===== src/rtl/display_scan_controller.sv =====
// -----------------------------------------------------------------------------
// display_scan_controller
//
// Row/pixel scan sequencer for the display adapter. For every row it reads one
// 16-bit word from the synchronous frame buffer into a line buffer. It then
// streams that row's pixels LSB-first, one bit per Ready handshake, to the
// display output stage. The position within the row comes from an external
// 4-bit pixel counter, which this block steers through ResetPx and IncPx.
// After the last row it pulses FrameDone and returns to IDLE.
//
// Optional feature macro: SCAN_BLANK_EN
//   When defined, a BLANK state of BLANK_CYCLES cycles is inserted between the
//   last pixel of a row and LINE_END.
//
// Parameters:
//   PX_PER_ROW   pixels per row (2..16)
//   ROWS         rows per frame (2..16)
//   BLANK_CYCLES blanking cycles per row (1..15), used with SCAN_BLANK_EN only
//
// Ports:
//   clock      in   system clock, rising edge
//   ResetN     in   asynchronous active-low reset
//   Start      in   begin a frame (sampled in IDLE only)
//   PxOut      in   [3:0]  current pixel index from the pixel counter
//   RowData    in   [15:0] frame-buffer read data, valid the cycle after RdEn
//   Ready      in   display stage accepts a pixel this cycle
//   ResetPx    out  clear the pixel counter at the next edge
//   IncPx      out  increment the pixel counter at the next edge
//   RdEn       out  frame-buffer read strobe
//   RowAddr    out  [3:0]  row being fetched or displayed
//   PixelData  out  current pixel, LineBuf[PxOut]
//   PixelValid out  PixelData is offered
//   Busy       out  high in every state except IDLE
//   FrameDone  out  one-cycle pulse at the end of the last row
// -----------------------------------------------------------------------------
module display_scan_controller #(
  parameter int PX_PER_ROW   = 16,
  parameter int ROWS         = 16,
  parameter int BLANK_CYCLES = 4
) (
  input  logic        clock,
  input  logic        ResetN,
  input  logic        Start,
  input  logic [3:0]  PxOut,
  input  logic [15:0] RowData,
  input  logic        Ready,
  output logic        ResetPx,
  output logic        IncPx,
  output logic        RdEn,
  output logic [3:0]  RowAddr,
  output logic        PixelData,
  output logic        PixelValid,
  output logic        Busy,
  output logic        FrameDone
);

  localparam logic [3:0] LAST_PX  = 4'(PX_PER_ROW - 1);
  localparam logic [3:0] LAST_ROW = 4'(ROWS - 1);

  // Elaboration-time guard on the parameter ranges the 4-bit counters support.
  if (PX_PER_ROW < 2 || PX_PER_ROW > 16) begin : g_bad_px_per_row
    $error("display_scan_controller: PX_PER_ROW must be in 2..16");
  end
  if (ROWS < 2 || ROWS > 16) begin : g_bad_rows
    $error("display_scan_controller: ROWS must be in 2..16");
  end
  if (BLANK_CYCLES < 1 || BLANK_CYCLES > 15) begin : g_bad_blank_cycles
    $error("display_scan_controller: BLANK_CYCLES must be in 1..15");
  end

  typedef enum logic [2:0] {
    IDLE,
    FETCH,
    LOAD,
    SHIFT,
    BLANK,
    LINE_END
  } state_t;

  state_t      state;
  logic [15:0] line_buf;
  logic [3:0]  row_addr;
  logic        last_px;

`ifdef SCAN_BLANK_EN
  localparam logic [3:0] BLANK_LAST = 4'(BLANK_CYCLES - 1);
  logic [3:0] blank_cnt;
`endif

  // An out-of-range counter value is treated as the last pixel, so a miswired
  // counter can never trap the scan inside a row.
  assign last_px = (PxOut >= LAST_PX);

  // ---------------------------------------------------------------------------
  // State, row address and line buffer
  // ---------------------------------------------------------------------------
  // NOTE: every register written here uses <=, so all of them update together
  // at the edge. Reading a register in this block always returns its value
  // from before the edge.
  always_ff @(posedge clock or negedge ResetN) begin
    if (!ResetN) begin
      state    <= IDLE;
      row_addr <= '0;
      // NOTE: line_buf is a plain 16-bit register rather than a RAM. It is
      // cleared on reset so that nothing from an aborted frame survives.
      line_buf <= '0;
`ifdef SCAN_BLANK_EN
      blank_cnt <= '0;
`endif
    end else begin
      case (state)
        IDLE: begin
          if (Start) state <= FETCH;
        end
        FETCH: begin
          state <= LOAD;
        end
        LOAD: begin
          line_buf <= RowData;
          state    <= SHIFT;
        end
        SHIFT: begin
          if (Ready && last_px) begin
`ifdef SCAN_BLANK_EN
            blank_cnt <= '0;
            state     <= BLANK;
`else
            state <= LINE_END;
`endif
          end
        end
`ifdef SCAN_BLANK_EN
        BLANK: begin
          if (blank_cnt == BLANK_LAST) state <= LINE_END;
          else                         blank_cnt <= blank_cnt + 4'd1;
        end
`endif
        LINE_END: begin
          // The row address is bounded explicitly and never relies on wrapping.
          if (row_addr == LAST_ROW) begin
            row_addr <= '0;
            state    <= IDLE;
          end else begin
            row_addr <= row_addr + 4'd1;
            state    <= FETCH;
          end
        end
        default: state <= IDLE;
      endcase
    end
  end

  // ---------------------------------------------------------------------------
  // Outputs decoded from the state (plus Ready and PxOut in SHIFT)
  // ---------------------------------------------------------------------------
  always_comb begin
    // NOTE: every output gets a default before the case. Any path that does
    // not assign an output therefore leaves it 0 and cannot infer a latch.
    ResetPx    = 1'b0;
    IncPx      = 1'b0;
    RdEn       = 1'b0;
    PixelValid = 1'b0;
    PixelData  = 1'b0;
    FrameDone  = 1'b0;
    Busy       = (state != IDLE);
    case (state)
      FETCH: begin
        RdEn    = 1'b1;
        ResetPx = 1'b1;
      end
      SHIFT: begin
        PixelValid = 1'b1;
        PixelData  = line_buf[PxOut];
        // Ready=0 holds the counter, so PixelData stays stable across a stall.
        IncPx      = Ready && !last_px;
        ResetPx    = Ready && last_px;
      end
      LINE_END: begin
        FrameDone = (row_addr == LAST_ROW);
      end
      default: ;
    endcase
  end

  assign RowAddr = row_addr;

endmodule


===== config.mk =====
export PLATFORM = sky130hd
export DESIGN_NAME = display_scan_controller
export DESIGN_NICKNAME = d
export VERILOG_FILES = /design/src/rtl/display_scan_controller.sv
export SDC_FILE = /design/constraint.sdc
export NUM_CORES = 1
export LEC_CHECK = 0
export ABC_AREA = 0
export CAP_MARGIN = 20
export CORE_MARGIN = 2
export CORE_UTILIZATION = 45
export DETAILED_ROUTE_END_ITERATION = 10
export GPL_TIMING_DRIVEN = 0
export PLACE_DENSITY = 0.75
export SYNTH_ARGS = -nofsm -noshare
export SYNTH_HDL_FRONTEND = slang
export SYNTH_SLANG_ARGS = --single-unit

===== constraint.sdc =====
create_clock -name clock -period 1.8 [get_ports clock]
set_input_delay 0.18 -clock clock [delete_from_list [all_inputs] [get_ports clock]]
set_output_delay 0.18 -clock clock [all_outputs]
set_load 0.005 [all_outputs]

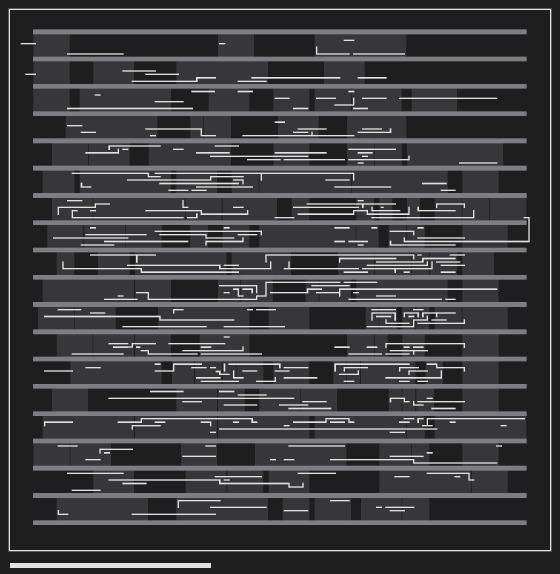
met1.png
Scale bar: 20 um. Supply wires on this layer in grey.
longest straight run = 21.6 um
share of all routed wire = 44%
nets with wire on the layer = 124
main direction = horizontal

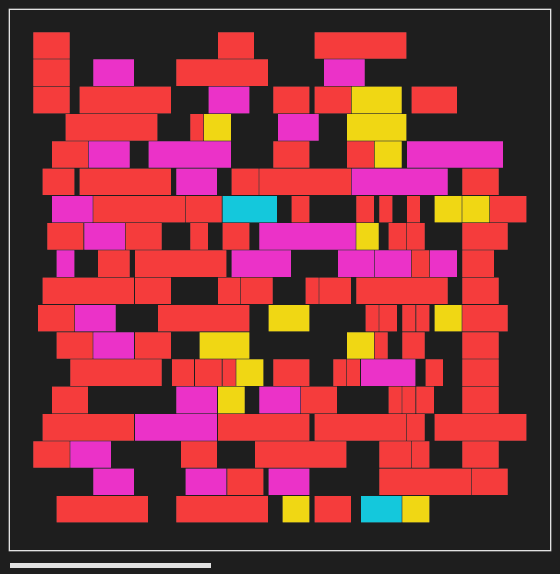
drive_strength.png
Scale bar: 20 um.
magenta -> drive 2  # cells 27, share 20%, most used mux2_2
yellow -> drive 3 to 4  # cells 15, share 11%, most used buf_4
cyan -> drive 6 and up  # cells 2, share 1.5%
red -> drive 1 or less  # cells 90, share 67%, most used clkdlybuf4s50_1

==> run summary <==
Fraction of registers with async set/reset -> 1.00
Area fraction in full adders, half adders and majority gates -> 0.0112
Final Total Pwr -> 1.31 mW
Global route hottest layer -> met2
Global routing met3 resource utilization -> 0.0417
Fin crit share -> 0.999
# diodes -> 0
Time the worst path needs with I/O delays and setup -> 1800 ps
Post-Synthesis Mean Instance Area -> 12.4 um2
Delay of the slowest critical-path stage -> 450 ps
Number of antenna violations at the first check in global routing -> 0
# Cells Yosys -> 90
Net switching share of the total power -> 0.258
Portion of total power attributed to combinational logic -> 0.268
Synth Instances -> 90
Endpoint kind of the worst setup timing path -> output port
Die width -> 53.9 um
Most common flop cell mapped by yosys -> sky130_fd_sc_hd__dfrtp_1
Cell type of the slowest stage on the worst timing path -> sky130_fd_sc_hd__mux4_2
Number of warnings the tools reported -> 28
Met1 layer usage reported by global route -> 0.231
Final cell count without fillers -> 164
First-pass GRT wire length -> 3820 um
Number of maximum-capacitance violations -> 0
Layout cells sized above 1 -> 0.328
Total congestion overflow -> 0
Post-route ant nets -> 0
Drt drc -> 0
Nets in the synthesized netlist -> 115
Library cell occupying the most area in the post-synthesis netlist -> sky130_fd_sc_hd__dfrtp_1
Status -> complete, no violations
Max Clk Rate -> 556 MHz
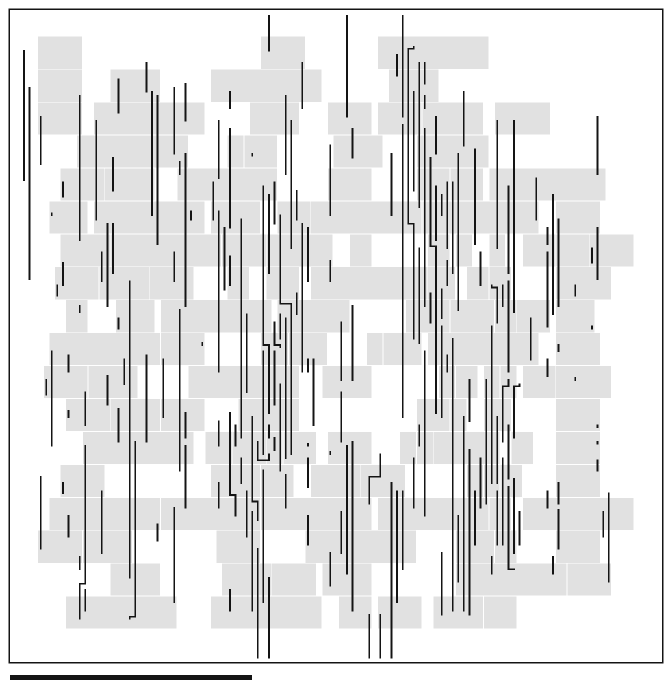
met2.png
Scale bar: 20 um.
longest straight run = 24.5 um
main direction = vertical
share of all routed wire = 47%
wire length on this layer = 1110 um
nets with wire on the layer = 142

==> path summary, 6_finish.rpt <==
check	cells after the start	end	startpoint	slack (ps)
worst max-delay path	5	PixelData	line_buf[13]	2
worst min-delay path	1	line_buf[13]	ResetN	230
worst max register to register	6	line_buf[13]	state[1]	120
worst min register to register	1	line_buf[15]	line_buf[15]	520
max in group asynchronous	2	state[1]	ResetN	1050
min in group clock	4	state[2]	PxOut[0]	430
==> registers in the layout, indices dropped and copies added (netlist names) <==
signal / flops
state: 3
RowAddr: 4
line_buf: 16
==> layout make-up <==
type	count	area, um2
Sequential cell	23	579
Clock buffer	4	26.3
Fill cell	191	798
Buffer	2	22.5
Multi-Input combinational cell	63	551
Timing Repair Buffer	40	385
Inverter	2	10.0
Tap cell	30	37.5
No activity file was given, so power comes from the tool's default toggle rates.
